run_1/final_placement.png
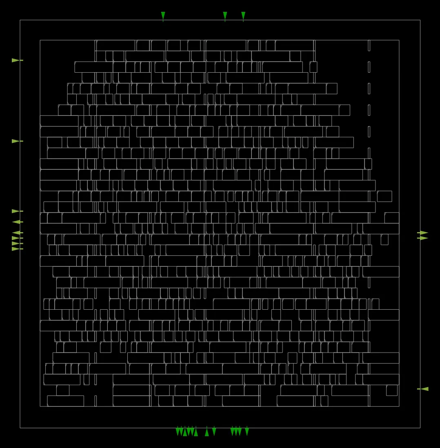
run_1/cell_classes.png
Scale: 3 px per µm.
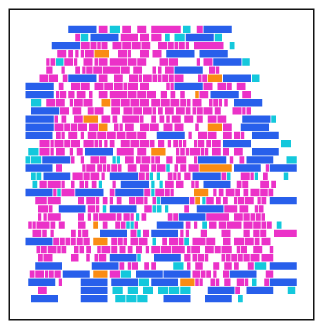
run_1/port_nets.png
Scale: 4 px per µm.
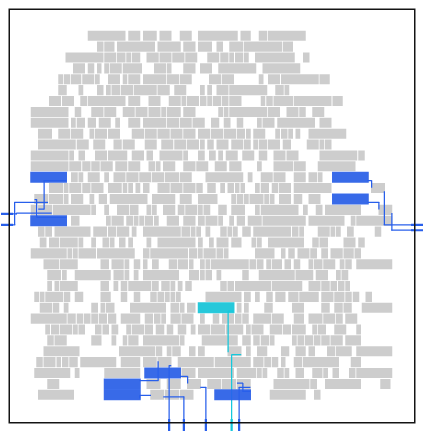
==> config.mk <==
export PLATFORM = sky130hd
export DESIGN_NAME = gmii_mac_tx
export DESIGN_NICKNAME = d
export VERILOG_FILES = /design/src/rtl/gmii_mac_tx.sv
export SDC_FILE = /design/constraint.sdc
export NUM_CORES = 1
export LEC_CHECK = 0
export ABC_AREA = 0
export CAP_MARGIN = 20
export CORE_AREA = 5 5 96 98
export CTS_CLUSTER_SIZE = 12
export DETAILED_ROUTE_END_ITERATION = 16
export DIE_AREA = 0 0 101 103
export GPL_TIMING_DRIVEN = 0
export PLACE_DENSITY = 0.84
export SYNTH_ARGS = -nofsm -noshare
export SYNTH_HDL_FRONTEND = slang
export SYNTH_SLANG_ARGS = --single-unit
==> constraint.sdc <==
create_clock -name clk -period 3.9 [get_ports clk]
set_clock_uncertainty 0.2 [all_clocks]
set_input_delay 0.78 -clock clk [delete_from_list [all_inputs] [get_ports clk]]
set_output_delay 0.78 -clock clk [all_outputs]
set_load 0.005 [all_outputs]
==> qor.tcl, run 1 <==
set qor(run_status) {finished clean}
set qor(switching_share_pct) 47.4
set qor(flop_area_um2) 1840
set qor(synth.cellmix.adderShare_pct) 1.41
set qor(grt_max_degree) 73
set qor(cts.clk_slew.worst_paths_ps) 80
set qor(seq-power_mw) 1.19
set qor(ant_nets) 0
set qor(grt_busiest_layer) {met2}
set qor(yosys-dominant-comb-family) {XOR/XNOR gates}
set qor(critical_path_class) {in2reg}
set qor(mostFrequentLayoutCells) {sky130_fd_sc_hd__xnor2_1 (94), sky130_fd_sc_hd__nor2_1 (63), sky130_fd_sc_hd__nand2_1 (45), sky130_fd_sc_hd__dfrtp_1 (40), sky130_fd_sc_hd__a21oi_1 (38)}
set qor(buffers) 64
set qor(ys_sh_aoi_pct) 18.1
set qor(global_route.usage.total_pct) 29.3
set qor(cts-root-to-sink-buffers) 2
set qor(comb-power_mw) 3.21
set qor(ff2ff_path_depth) 9
set qor(fraction_of_layout_instances_using_a_drive_strength_above_1_pct) 14.6
set qor(vdd.ir_drop.worst_v) 0.000508
set qor(syn-mean-instance-area_um2) 8.83
set qor(areaGrowthSynthToFinish_pct) 9.73
set qor(drt-vias-per-instance) 6.39
set qor(non_clock_buffering_overhead_in_the_final_layout_pct) 7.02
set qor(count_of_clock_buffers_in_the_final_design) 9
set qor(antenna_found_initial) 0
set qor(warning_count) 29
set qor(path_buffers) 3
set qor(yosys_register_bits) 72
set qor(cpPeakStageDelay_ps) 560
set qor(r2r_slack_ps) 980
set qor(first_iter_violations) 455
set qor(grt.met1_usage_pct) 38.2
set qor(inv_count) 14
set qor(path_cells) {clkdlybuf4s50_1 -> a21oi_1 -> a211oi_1 -> a31o_2 -> clkbuf_1 -> clkbuf_1 -> nor2_1 -> a31oi_1}
set qor(critPathTopFamily) {buffers and inverters}
set qor(total_power_mw) 4.98
set qor(worst_hold_slack_ps) 324
set qor(hold_path_class) {reg2reg}
set qor(cts-buffers-inserted) 9
## Picture notes: final_placement.png
standard-cell rows: 34
Core Area: 8380 µm²
Fill cells: 647

## Picture notes: cell_classes.png
Key: cyan = other buffers and delay cells [cells 64]; orange = clock drivers and dummy loads [cells 15]; blue = flip-flops [cells 72]; magenta = all other logic [cells 487]
flop share of the area: 31.5%
end-of-flow core utilization: 69.7%

## Picture notes: port_nets.png
Key: cyan = gmii_tx_en [bits 1, direction output, edge bottom, end cells 1, buffers 1, wire 30.4 µm]; blue = gmii_txd [bits 8, direction output, edge 4 bottom, 2 left, 2 right, end cells 8, buffers 8, wire 151 µm]
boundary pin count: 26
Port Buf Inserts: 20

==> run 1 -> run 2 <==
--- a/config.mk
+++ b/config.mk
@@ -7,12 +7,12 @@
 export LEC_CHECK = 0
 export ABC_AREA = 0
 export CAP_MARGIN = 20
-export CORE_AREA = 5 5 96 98
+export CORE_AREA = 5 5 105 107
 export CTS_CLUSTER_SIZE = 12
 export DETAILED_ROUTE_END_ITERATION = 16
-export DIE_AREA = 0 0 101 103
+export DIE_AREA = 0 0 110 112
 export GPL_TIMING_DRIVEN = 0
-export PLACE_DENSITY = 0.84
+export PLACE_DENSITY = 0.74
 export SYNTH_ARGS = -nofsm -noshare
 export SYNTH_HDL_FRONTEND = slang
 export SYNTH_SLANG_ARGS = --single-unit
==> constraint.sdc (replaced) <==
create_clock -name clk -period 2.8 [get_ports clk]
set_clock_uncertainty 0.2 [all_clocks]
set_input_delay 0.56 -clock clk [delete_from_list [all_inputs] [get_ports clk]]
set_output_delay 0.56 -clock clk [all_outputs]
set_load 0.005 [all_outputs]
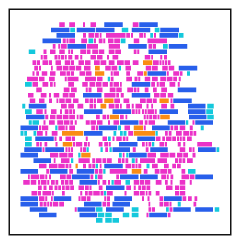
run_2/cell_classes.png
Scale: 2 px per µm.
Key: orange = clock drivers and dummy loads [cells 16]; cyan = other buffers and delay cells [cells 64]; blue = flip-flops [cells 72]; magenta = all other logic [cells 487]
Core Area: 10000 µm²
flop share of the area: 31.0%
end-of-flow core utilization: 59.2%
standard-cell rows: 37
post-route standard cell area excluding fillers: 5950 µm²

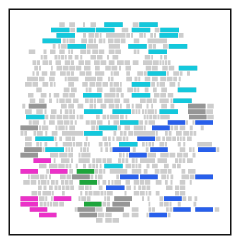
run_2/registers.png
Scale: 2 px per µm.
Key: green = state_q [sequential cells 3]; blue = count_q [sequential cells 16]; cyan = crc_q [sequential cells 32]; magenta = phase_q [sequential cells 8, where bottom left]
storage element area: 1840 µm²
power attributed to sequential cells: 1.65 mW

==> run 2 against run 1 <==
Combinational power rose by about 40%. Cell count up 3.9%. Register-to-register slack lost 840 ps. Worst hold slack got worse by 200 ps. Sequential cell count is the same. Via count is 1.9% lower. Critical path depth decreased by 1. Global-route usage shrank 4.0 points. Count of clock-buffer cells in the layout is 2 higher.
==> qor.tcl, run 2 <==
set qor(run_status) {finished clean}
set qor(inv_count) 14
set qor(mostFrequentLayoutCells) {sky130_fd_sc_hd__xnor2_1 (94), sky130_fd_sc_hd__nor2_1 (63), sky130_fd_sc_hd__nand2_1 (45), sky130_fd_sc_hd__a21oi_1 (38), sky130_fd_sc_hd__dfrtp_1 (38)}
set qor(max_freq_mhz) 365
set qor(vdd.ir_drop.worst_v) 0.000611
set qor(dieWidth_um) 110
set qor(power_frac_comb_pct) 63.4
set qor(cts.clk_slew.worst_paths_ps) 80
set qor(boundaryPins) 26
set qor(warning_count) 29
set qor(path_cells) {clkdlybuf4s50_1 -> xnor2_1 -> xnor2_1 -> xor2_1 -> nor2_1 -> xnor2_1 -> a31oi_1}
set qor(critPathTopFamily) {XOR/XNOR gates}
set qor(total_power_mw) 7.09
set qor(areaGrowthSynthToFinish_pct) 11.7
set qor(first_iter_violations) 429
set qor(grt.met1_usage_pct) 36.4
set qor(switching_share_pct) 46.5
set qor(nFillCells) 849
set qor(ys_sh_aoi_pct) 18.1
set qor(count_of_clock_buffers_in_the_final_design) 11
set qor(critical_path_class) {in2reg}
set qor(synth-main-ff-cell) {sky130_fd_sc_hd__dfrtp_1}
set qor(hold_path_class) {in2async}
set qor(r2r_slack_ps) 140
set qor(path_buffers) 1
set qor(cts-root-to-sink-buffers) 2
set qor(cts-buffers-inserted) 9
set qor(routed-wl-met3_um) 1240
set qor(yosys_register_bits) 72
set qor(fraction_of_layout_instances_using_a_drive_strength_above_1_pct) 16.4
set qor(non_clock_buffering_overhead_in_the_final_layout_pct) 7.06
set qor(syn-mean-instance-area_um2) 8.83
set qor(buffers) 64
set qor(ant_nets) 0
set qor(power.share.clock_pct) 13.4
set qor(port_buffers) 20
set qor(synth.cellmix.adderShare_pct) 1.41
set qor(drt-vias-per-instance) 6.04
set qor(clock_area_share_pct) 3.74
set qor(global_route.usage.total_pct) 25.3
set qor(yosys-dominant-comb-family) {XOR/XNOR gates}
set qor(grt_busiest_layer) {met2}
set qor(cpPeakStageDelay_ps) 860
set qor(postCtsHoldBufs) 0
set qor(postSynth.asyncResetShare_pct) 100
set qor(worst_hold_slack_ps) 120
set qor(cellInternalPower_mw) 3.79
set qor(comb-power_mw) 4.49
set qor(detailroute.via_count) 4680
set qor(antenna_found_initial) 0
No activity file was given, so power comes from the tool's default toggle rates.
